File: src/rtl/inta_sequencer_if.sv
// rtl/inta_sequencer_if.sv - PIC acknowledge pins and core vector handoff bundle
interface inta_sequencer_if;
  logic       int_req;
  logic       int_enable;
  logic [7:0] data_in;
  logic       inta_n;
  logic [7:0] vector;
  logic       vec_valid;
  logic       vec_ready;
  logic       busy;

  modport master (
    input  int_req, int_enable, data_in, vec_ready,
    output inta_n, vector, vec_valid, busy
  );

  modport slave (
    output int_req, int_enable, data_in, vec_ready,
    input  inta_n, vector, vec_valid, busy
  );
endinterface

File: src/rtl/inta_sequencer.sv
// rtl/inta_sequencer.sv - two-pulse INTA sequencer with vector capture and core handoff
module inta_sequencer #(
  parameter int PULSE_CYCLES = 2,
  parameter int GAP_CYCLES   = 2
) (
  input logic              clk,
  input logic              rst_n,
  inta_sequencer_if.master bus
);
  localparam int MAX_CYCLES = (PULSE_CYCLES > GAP_CYCLES) ? PULSE_CYCLES : GAP_CYCLES;
  localparam int CW         = $clog2(MAX_CYCLES) + 1;
  localparam logic [CW-1:0] PULSE_LOAD = CW'(PULSE_CYCLES);
  localparam logic [CW-1:0] GAP_LOAD   = CW'(GAP_CYCLES);

  localparam logic [2:0] IDLE = 3'd0;
  localparam logic [2:0] P1   = 3'd1;
  localparam logic [2:0] GAP  = 3'd2;
  localparam logic [2:0] P2   = 3'd3;
  localparam logic [2:0] HOLD = 3'd4;
  localparam logic [2:0] COOL = 3'd5;

  logic          sync1;
  logic          int_sync;
  logic [2:0]    state;
  logic [2:0]    state_next;
  logic [CW-1:0] count;
  logic [CW-1:0] count_next;
  logic          expired;

  // Treat zero as expired too, so a stray zero count can never stall a timed state.
  assign expired = (count <= CW'(1));

  always_comb begin
    state_next = state;
    count_next = count;
    case (state)
      IDLE: begin
        if (int_sync && bus.int_enable) begin
          state_next = P1;
          count_next = PULSE_LOAD;
        end
      end
      P1: begin
        if (expired) begin
          state_next = GAP;
          count_next = GAP_LOAD;
        end else begin
          count_next = count - CW'(1);
        end
      end
      GAP: begin
        if (expired) begin
          state_next = P2;
          count_next = PULSE_LOAD;
        end else begin
          count_next = count - CW'(1);
        end
      end
      P2: begin
        if (expired) begin
          state_next = HOLD;
        end else begin
          count_next = count - CW'(1);
        end
      end
      HOLD: begin
        if (bus.vec_ready) begin
          state_next = COOL;
          count_next = GAP_LOAD;
        end
      end
      COOL: begin
        if (expired) begin
          state_next = IDLE;
        end else begin
          count_next = count - CW'(1);
        end
      end
      default: begin
        state_next = IDLE;
        count_next = '0;
      end
    endcase
  end

  always_ff @(posedge clk or negedge rst_n) begin
    if (!rst_n) begin
      sync1         <= 1'b0;
      int_sync      <= 1'b0;
      state         <= IDLE;
      count         <= '0;
      bus.inta_n    <= 1'b1;
      bus.vector    <= 8'h00;
      bus.vec_valid <= 1'b0;
    end else begin
      sync1      <= bus.int_req;
      int_sync   <= sync1;
      state      <= state_next;
      count      <= count_next;
      // Registered from the next-state decode so the PIC sees a clean edge-aligned pulse.
      bus.inta_n <= !((state_next == P1) || (state_next == P2));
      if ((state == P2) && expired) begin
        bus.vector    <= bus.data_in;
        bus.vec_valid <= 1'b1;
      end else if ((state == HOLD) && bus.vec_ready) begin
        bus.vec_valid <= 1'b0;
      end
    end
  end

  assign bus.busy = (state != IDLE);
endmodule

File: src/flat_wrapper.sv
// flat-port wrapper written by rule: the top's interface ports become plain ports
module inta_sequencer_flat 
#(
  parameter int PULSE_CYCLES = 2,
  parameter int GAP_CYCLES   = 2
)
  (clk, rst_n, bus_int_req, bus_int_enable, bus_data_in, bus_vec_ready, bus_inta_n, bus_vector, bus_vec_valid, bus_busy);
  inta_sequencer_if bus_i ();
  input logic clk;
  input logic rst_n;
  input wire logic [$bits(bus_i.int_req)-1:0] bus_int_req;
  input wire logic [$bits(bus_i.int_enable)-1:0] bus_int_enable;
  input wire logic [$bits(bus_i.data_in)-1:0] bus_data_in;
  input wire logic [$bits(bus_i.vec_ready)-1:0] bus_vec_ready;
  output wire logic [$bits(bus_i.inta_n)-1:0] bus_inta_n;
  output wire logic [$bits(bus_i.vector)-1:0] bus_vector;
  output wire logic [$bits(bus_i.vec_valid)-1:0] bus_vec_valid;
  output wire logic [$bits(bus_i.busy)-1:0] bus_busy;
  assign bus_i.int_req = bus_int_req;
  assign bus_i.int_enable = bus_int_enable;
  assign bus_i.data_in = bus_data_in;
  assign bus_i.vec_ready = bus_vec_ready;
  assign bus_inta_n = bus_i.inta_n;
  assign bus_vector = bus_i.vector;
  assign bus_vec_valid = bus_i.vec_valid;
  assign bus_busy = bus_i.busy;
  inta_sequencer #(.PULSE_CYCLES(PULSE_CYCLES), .GAP_CYCLES(GAP_CYCLES)) u_core (.clk(clk), .rst_n(rst_n), .bus(bus_i));
endmodule
File: config.mk
export PLATFORM = sky130hd
export DESIGN_NAME = inta_sequencer_flat
export DESIGN_NICKNAME = d
export VERILOG_FILES = /design/src/rtl/inta_sequencer_if.sv /design/src/rtl/inta_sequencer.sv /design/src/flat_wrapper.sv
export SDC_FILE = /design/constraint.sdc
export NUM_CORES = 1
export LEC_CHECK = 0
export ABC_AREA = 1
export CAP_MARGIN = 10
export CORE_UTILIZATION = 45
export CTS_CLUSTER_DIAMETER = 40
export DETAILED_ROUTE_END_ITERATION = 16
export PLACE_DENSITY_LB_ADDON = 0.2
export SYNTH_ARGS = -nofsm -noshare
export SYNTH_HDL_FRONTEND = slang
export SYNTH_SLANG_ARGS = --single-unit
File: constraint.sdc
create_clock -name clk -period 1.8 [get_ports clk]
set_input_delay 0.27 -clock clk [delete_from_list [all_inputs] [get_ports clk]]
set_output_delay 0.27 -clock clk [all_outputs]
set_load 0.01 [all_outputs]
### Signal metal coverage by tile, run 1

Scale bar: 10 um. The die is cut into 9 by 9 equal tiles; black is low, pale yellow is high, scaled to the fullest tile. Values are wire area over tile area, all layers added.
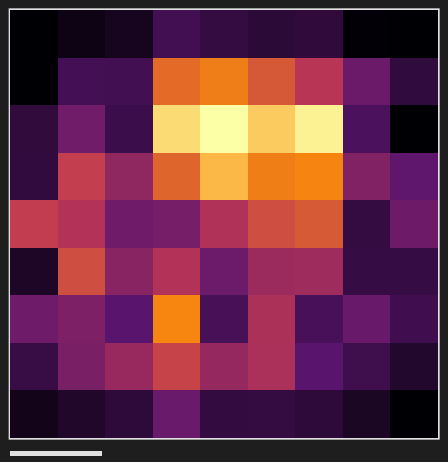
7.4% of the tiles are nearly empty. The densest ninth of the die: top middle. 22% of the tiles are over half the peak. The emptiest ninth of the die: top left.
Total Routing Usage GR: 0.214
mean routed wirelength per cell: 11.6 um
Vias: 778
final WL: 1880 um

### Cell area per tile, run 1

Scale bar: 10 um. The die is cut into 9 by 9 equal tiles; black is low, pale yellow is high, 0 to 100% covered.
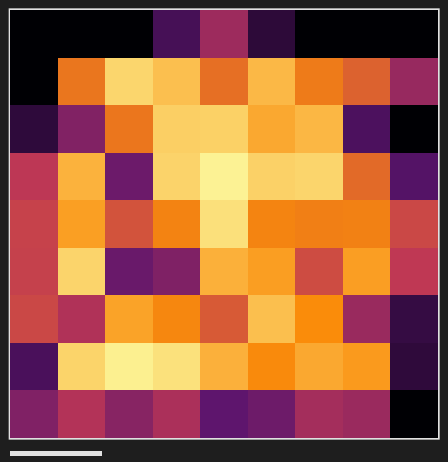
The densest ninth of the die: middle. The fullest tile reaches 97%. The mean over all tiles is 54%. 32% of the tiles are over 75% full. 11% of the tiles are nearly empty.
Final Core Density: 0.669
core area: 1780 um^2
FP Util: 0.495

### Routing congestion map, run 1

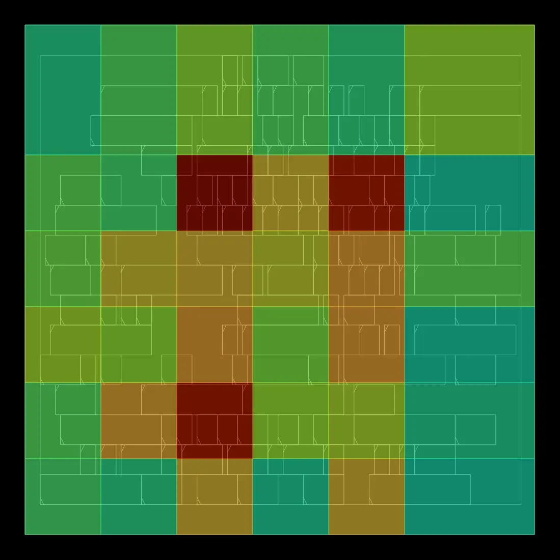
met2 usage: 0.319
busiest grt layer: met2
M1 GR Usage: 0.287

[run 1: power by group through the flow]
stage	Clock (mW)	Sequential, mW	Combinational [mW]
floorplan	0	0.714	0.684
global placement	0	0.677	1.15
detailed placement	0	0.684	1.16
CTS	0.222	0.677	1.17
global route	0.233	0.681	1.34
finish	0.215	0.661	1.19
[run 1: through the flow]
| stage | util | worst slack (ns) |
|---|---|---|
| global placement | 0.648 | 0.325 |
| detailed placement | 0.648 | 0.315 |
| floorplan | - | 0.565 |
| finish | 0.669 | 0.175 |
| global route | 0.669 | 0.143 |
| CTS | 0.664 | 0.00450 |
[run 1: path summary, 6_finish.rpt]
check                                   from              endpoint  slack [ns]  depth (start not counted)
setup / recovery           u_core.bus.inta_n            bus_inta_n        0.18                          1
hold / removal                         rst_n       u_core.state[2]        0.31                          1
setup reg to reg             u_core.count[1]       u_core.count[1]        0.30                          9
hold reg to reg                 u_core.sync1       u_core.int_sync        0.37                          0
max in group asynchronous              rst_n  u_core.bus.vector[4]        1.00                          2
min in group clk                u_core.sync1       u_core.int_sync        0.37                          0
[run 1: cells in the final DEF (no fill, tap or decap)]
master / n
clkdlybuf4s50_1: 22
o31ai_1: 1
inv_2: 2
clkinv_2: 1
nand3_1: 14
nor2_1: 5
clkinv_1: 1
nand2_4: 2
dfstp_2: 1
xnor2_1: 1
dfrtp_2: 1
o21ai_1: 1
dfrtp_1: 15
inv_1: 9
dlymetal6s2s_1: 1
o21ai_0: 2
buf_4: 5
nor2_2: 1
nand2_1: 37
a21oi_1: 3
nand4_1: 3
ha_1: 3
clkbuf_4: 3
nor3_1: 1
nand3b_1: 1
nor2_8: 1
[run 1: kinds of logic after synthesis]
| kind of cell | Yosys count | share of synthesized area |
|---|---|---|
| flops | 17 | 0.483 |
| xor+xnor | 1 | 0.00992 |
| compound gates | 7 | 0.0425 |
| fa+ha+maj | 3 | 0.0425 |
| buf+inv | 15 | 0.0736 |
| simple gates | 65 | 0.348 |
[run 1: sequential cells by signal, summed over array words and instances, names as in the netlist]
| name | cells |
|---|---|
| u_core.count | 2 |
| u_core.bus.vec_valid | 1 |
| u_core.int_sync | 1 |
| u_core.bus.vector | 8 |
| u_core.sync1 | 1 |
| u_core.bus.inta_n | 1 |
| u_core.state | 3 |
[run 1: area by class of cell]
type / instances / area [um^2] / share of cell area
Sequential cell: 17 / 428 / 0.358
Tap cell: 25 / 31.3 / 0.0262
Inverter: 12 / 45.0 / 0.0377
Clock inverter: 1 / 5.00 / 0.00419
Clock buffer: 3 / 22.5 / 0.0189
Multi-Input combinational cell: 76 / 392 / 0.328
Timing Repair Buffer: 28 / 270 / 0.226
[run 1: routing by layer]
| metal | wire [um] | share of wire |
|---|---|---|
| met1 | 869 | 0.46 |
| met2 | 907 | 0.48 |
| met3 | 77 | 0.041 |
| met4 | 28 | 0.015 |
| met5 | 0 | 0 |
[run 1: repair_timing]
item                                    in CTS  in global routing
gates resized                                1                  1
endpoints found under the setup margin       1                  1
setup buffers                                0                  1
cloned                                       0                  0
==> impl_metrics.yaml, run 1 <==
# generated from flow reports
synthesis:
  synthFlopType: "dfrtp_1"
  ys_cells: 108
  ys_async_sr_fraction: 1.00
  avgSynthCellArea_um2: 8.18
pwr:
  p_per_area_nw_per_um2: 1730
  finalPower_mw: 2.07
  switchingPower_mw: 0.902
  peakVddDrop_v: 0.000938
worst_setup_path:
  cpPeakStageDelay_ns: 0.53
  cp_top_family: "flip-flops"
  crit_chain: "clkdlybuf4s50_1"
  crit_path_end_kind: "output pin"
  arrival_ns: 1.35
sta:
  clock.fmax_ghz: 0.616
  hold_violations: 0
  whs_ns: 0.307
  rsz0062_at_grt: "false"
  fin_crit_ns: 1.62
die:
  row_count: 15
placed_design:
  placed_cells: 157
  io_buffers: 23
outcome:
  status: "finished, final reports clean"
finish:
  syn_to_final_growth_pct: 35.1
  diodes: 0
  drive_above_1_share: 0.124
clock_network:
  clock_insertion_delay_worst_skew_ns: 0.30
  clockBufferDepth: 2
global_routing:
  grt_use_met3: 0.0431
--- run 2 (diff from run 1) ---
--- a/config.mk
+++ b/config.mk
@@ -10,6 +10,7 @@
 export CORE_UTILIZATION = 45
 export CTS_CLUSTER_DIAMETER = 40
 export DETAILED_ROUTE_END_ITERATION = 16
+export HOLD_SLACK_MARGIN = 0.1
 export PLACE_DENSITY_LB_ADDON = 0.2
 export SYNTH_ARGS = -nofsm -noshare
 export SYNTH_HDL_FRONTEND = slang
==> run 2 against run 1 <==
Compared with the run above:
- die area is the same
- clock power is essentially flat
- final area is the same
- fmax is the same
- global-route usage is the same
- synthesized cell count is the same
- final cell count is the same
- critical endpoint unchanged
- largest power group unchanged
- highest routed layer unchanged
==> impl_metrics.yaml, run 2 <==
# generated from flow reports
clock_network:
  clock_insertion_delay_worst_skew_ns: 0.30
  clockBufferDepth: 2
sta:
  rsz0062_at_grt: "false"
  clock.fmax_ghz: 0.616
  fin_skew_ns: 0.00638
  fin_crit_ns: 1.62
  tightestPinTransition_ns: 0.536
outcome:
  status: "finished, final reports clean"
global_routing:
  grt_use_total: 0.214
placed_design:
  io_buffers: 23
  placed_cells: 157
die:
  row_count: 15
  die_area_um2: 2140
  core_um2: 1780
  fp_util: 0.495
detailed_routing:
  wl_per_cell_um: 11.6
  wl_met1_um: 869
  totalWireLength_um: 1880
  met2_length_um: 907
  wl_met3_um: 77
worst_setup_path:
  r2r_end: "u_core.count[1]"
  reg2reg_depth: 9
  arrival_ns: 1.35
  cpPeakStageDelay_ns: 0.53
  crit_chain: "clkdlybuf4s50_1"
  reg2reg_slack_ns: 0.30
  crit_path_end_kind: "output pin"
finish:
  syn_to_final_growth_pct: 35.1
  diodes: 0
  top_regs: "u_core.bus.vector (8), u_core.state (3), u_core.count (2)"
  layout_top_cell: "nand2_1"
  largest_reg_flops: 8
  drive_above_1_share: 0.124
  final_cell_mix: "nand2_1, clkdlybuf4s50_1, dfrtp_1, nand3_1, inv_1"
synthesis:
  synth_area_um2: 883
  ys_cells: 108
  synthMostInstantiatedCell: "nand2_1"
  synthFlopType: "dfrtp_1"
pwr:
  peakVddDrop_v: 0.000938
-- run 2: cell type report --
| type | count | area (um^2) |
|---|---|---|
| fill | 139 | 589 |
| sequential | 17 | 428 |
| multi-input combinational | 76 | 392 |
| timing repair buffer | 28 | 270 |
| inverter | 12 | 45.0 |
| tap | 25 | 31.3 |
| clock buffer | 3 | 22.5 |
| clock inverter | 1 | 5.00 |
-- run 2: metrics by stage --
stage | util | hold slack [ns] | setup slack (ns) | power, mW | cell area [um^2]
final | 0.669 | 0.307 | 0.175 | 2.07 | 1190
after global routing | 0.669 | 0.352 | 0.143 | 2.25 | 1190
after detailed placement | 0.648 | 0.348 | 0.315 | 1.84 | 1150
after floorplan | - | -0.0256 | 0.565 | 1.40 | 883
after global placement | 0.648 | 0.346 | 0.325 | 1.82 | 1150
after CTS | 0.664 | 0.324 | 0.00450 | 2.07 | 1180
-- run 2: cells by family (layout without fill, tap and decap cells) --
family,Yosys count,count (layout),share of synthesized area
DFF,17,17,0.483
adders and majority gates,3,3,0.0425
AOI/OAI and AO/OA,7,7,0.0425
buffers and inverters,15,44,0.0736
and+or+nand+nor,65,65,0.348
xor gates and xnor gates,1,1,0.00992
-- run 2: timing repair --
item	in CTS	in global routing
hold buffers	0	0
setup endpoints to repair	1	1
resized	1	1
setup buffers	0	1
cloned	0	0
-- run 2: power breakdown --
| group | internal (mW) | switching, mW | total, mW | leakage, nW |
|---|---|---|---|---|
| Combinational | 0.527 | 0.667 | 1.19 | 0.387 |
| Sequential | 0.558 | 0.103 | 0.661 | 0.204 |
| Clock | 0.0829 | 0.132 | 0.215 | 0.0177 |
-- run 2: layer usage --
metal / up-vias / track usage
li1: 403 / -
met1: 348 / 0.287
met2: 23 / 0.319
met3: 4 / 0.0431
met4: 0 / 0.118
met5: - / 0
-- run 2: how the worst max path moves through the flow --
stage | from | slack [ns] | cells after the start | to
after global placement | u_core.state[0] | 0.32 | 3 | bus_busy
after detailed placement | u_core.state[0] | 0.32 | 3 | bus_busy
final | u_core.bus.inta_n | 0.18 | 1 | bus_inta_n
after CTS | u_core.state[0] | 0.005 | 3 | bus_busy
after global routing | u_core.bus.inta_n | 0.14 | 1 | bus_inta_n
after floorplan | u_core.count[1] | 0.56 | 8 | u_core.bus.vector[0]
### Routing congestion map, run 2

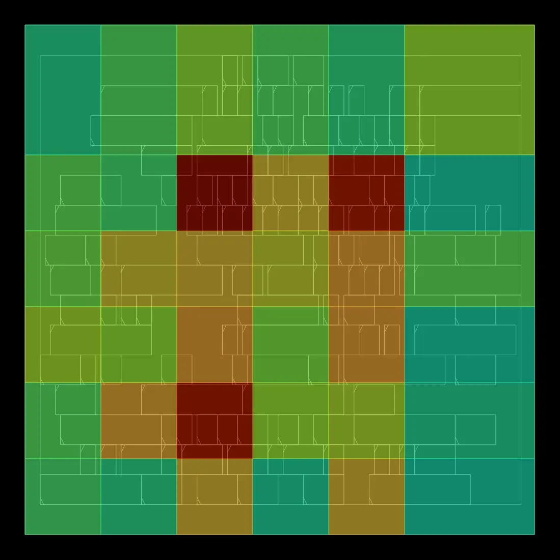
met3 Use GR: 0.0431

### Signal metal coverage by tile, run 2

Scale bar: 10 um. The die is cut into 9 by 9 equal tiles; black is low, pale yellow is high, scaled to the fullest tile. Values are wire area over tile area, all layers added.
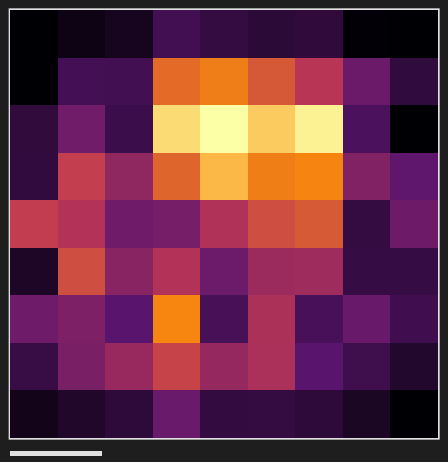
The mean over all tiles is 0.14. The densest ninth of the die: top middle. The emptiest ninth of the die: top left. 7.4% of the tiles are nearly empty.

--- run 3 (diff from run 2) ---
--- a/config.mk
+++ b/config.mk
@@ -7,7 +7,11 @@
 export LEC_CHECK = 0
 export ABC_AREA = 1
 export CAP_MARGIN = 10
-export CORE_UTILIZATION = 45
+export CELL_PAD_IN_SITES_DETAIL_PLACEMENT = 0
+export CELL_PAD_IN_SITES_GLOBAL_PLACEMENT = 2
+export CORE_ASPECT_RATIO = 2
+export CORE_MARGIN = 1
+export CORE_UTILIZATION = 26
 export CTS_CLUSTER_DIAMETER = 40
 export DETAILED_ROUTE_END_ITERATION = 16
 export HOLD_SLACK_MARGIN = 0.1
==> run 3 against run 2 <==
Compared with the run above:
- sequential share of layout area shrank 0.59 points
- combinational power is essentially flat
- critical path type unchanged
- non-clock buffer count shrank 1
- clock-buffer cell count grew 1
- synthesized area is the same
- final cell count grew 3.1%
- register-to-register slack lost 0.02 ns
- flip-flop count is the same
- hold slack gained 0.033 ns
- critical endpoint is now bus_busy
- largest cell class unchanged
- first-iteration DRC count shrank 19%
==> impl_metrics.yaml, run 3 <==
# generated from flow reports
finish:
  logic_area_um2: 397
  layout_top_cell: "nand2_1"
  utilization: 0.380
  drive_above_1_share: 0.110
  syn_to_final_growth_pct: 37.4
  final_cell_mix: "nand2_1, clkdlybuf4s50_1, dfrtp_1, nand3_1, inv_1"
  seqCellArea_um2: 428
  diodes: 0
  fillers: 361
  largest_register: "u_core.bus.vector"
  top_regs: "u_core.bus.vector (8), u_core.state (3), u_core.count (2)"
synthesis:
  synthFlopType: "dfrtp_1"
  avgSynthCellArea_um2: 8.18
  synthMostInstantiatedCell: "nand2_1"
  ys_cells: 108
  ys_async_sr_fraction: 1.00
  synth_area_um2: 883
sta:
  clock.fmax_ghz: 0.585
  hold_violations: 0
  tightestPinTransition_ns: 0.337
  fin_crit_ns: 1.71
  rsz0062_at_grt: "false"
  fin_skew_ns: 0.00187
worst_setup_path:
  cp_top_family: "buffers and inverters"
  r2r_start: "u_core.count[1]"
  r2r_end: "u_core.count[1]"
  cp-startpoint: "u_core.state[0]"
  path_depth: 3
  crit_path_end_kind: "output pin"
  reg2reg_depth: 9
clock_network:
  postCtsSetupBuffers: 0
  clockBufferDepth: 2
global_routing:
  grt_use_total: 0.130
detailed_routing:
  wl_per_cell_um: 12.6
  wl_met1_um: 802
  met2_length_um: 1150
pwr:
  p_per_area_nw_per_um2: 1780
  swShare: 0.424
  p_int_mw: 1.24
  combPwrFrac: 0.552
  peakVddDrop_v: 0.000715
die:
  fp_util: 0.277
  die_area_um2: 3650
outcome:
  status: "finished, final reports clean"
placed_design:
  io_buffers: 23
run 3: cell counts after synthesis:
Identical to the previous run, type by type.
run 3: metal layers:
layer  up-vias  GRT usage
li1        401          -
met1       349      0.147
met2        23      0.228
met3         7     0.0129
met4         0     0.0689
met5         -          0
run 3: what timing repair did:
action	in CTS	in global routing
setup endpoints to repair	1	1
pin swaps	0	0
gates resized	1	1
endpoints found under the hold margin	0	0
run 3: layout make-up:
class	count	share of cell area
Clock buffer	4	0.0371
Inverter	12	0.0371
Multi-Input combinational cell	76	0.327
Sequential cell	17	0.353
Tap cell	31	0.0320
Timing Repair Buffer	27	0.214
run 3: cell families (layout without fill, tap and decap cells):
family / after synthesis / count (layout) / share of synthesized area
fa+ha+maj: 3 / 3 / 0.0425
simple gates: 65 / 65 / 0.348
buf+inv: 15 / 43 / 0.0736
flops: 17 / 17 / 0.483
xor+xnor: 1 / 1 / 0.00992
compound gates: 7 / 7 / 0.0425
run 3: worst min-delay path by stage:
stage,start,to,depth (start not counted)
4_1_cts,rst_n,u_core.sync1,2
3_3_place_gp,u_core.sync1,u_core.int_sync,0
5_1_grt,rst_n,u_core.sync1,2
2_1_floorplan,rst_n,u_core.bus.vec_valid,0
3_5_place_dp,u_core.sync1,u_core.int_sync,0
6_report,rst_n,u_core.int_sync,2
run 3: power by group through the flow:
| stage | logic, mW | registers, mW | clock network [mW] |
|---|---|---|---|
| finish | 1.19 | 0.689 | 0.277 |
| global route | 1.34 | 0.712 | 0.311 |
| CTS | 1.21 | 0.683 | 0.291 |
| detailed placement | 1.21 | 0.684 | 0 |
| global placement | 1.21 | 0.684 | 0 |
| floorplan | 0.684 | 0.714 | 0 |
run 3: through the flow:
stage / power (mW) / hold WS (ns) / std cells / setup WS, ns / cell area, um^2
floorplan: 1.40 / -0.0256 / 108 / 0.565 / 883
global placement: 1.89 / 0.332 / 163 / 0.248 / 1160
detailed placement: 1.89 / 0.335 / 163 / 0.232 / 1160
CTS: 2.19 / 0.349 / 167 / 0.0249 / 1210
global route: 2.36 / 0.361 / 167 / 0.0126 / 1210
finish: 2.16 / 0.341 / 167 / 0.0911 / 1210
### Met1 routing, run 3

Scale bar: 10 um.
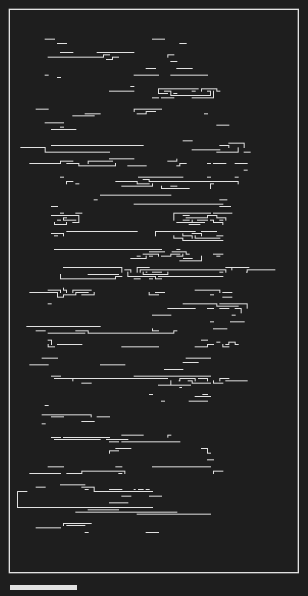
The layer holds 38% of the routed length. The wires run mostly horizontal. The layer carries 802 um of wire. The longest straight run is 20.2 um.
M1 GR Usage: 0.147
final WL: 2110 um
Vias: 780

### Signal metal coverage by tile, run 3

Scale bar: 10 um. The die is cut into 9 by 17 equal tiles; black is low, pale yellow is high, scaled to the fullest tile. Values are wire area over tile area, all layers added.
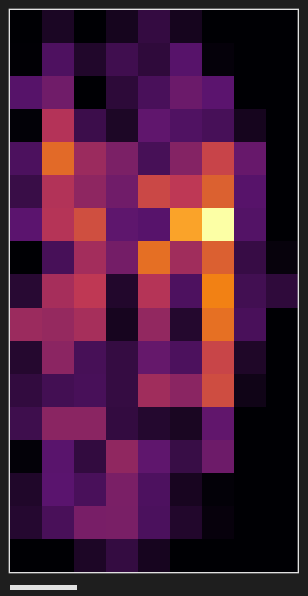
9.8% of the tiles are over half the peak. The mean over all tiles is 0.092. The fullest tile reaches 0.44. 26% of the tiles are nearly empty. The emptiest ninth of the die: bottom right.

Power figures rest on the tool's default switching activity, not on a simulated workload.
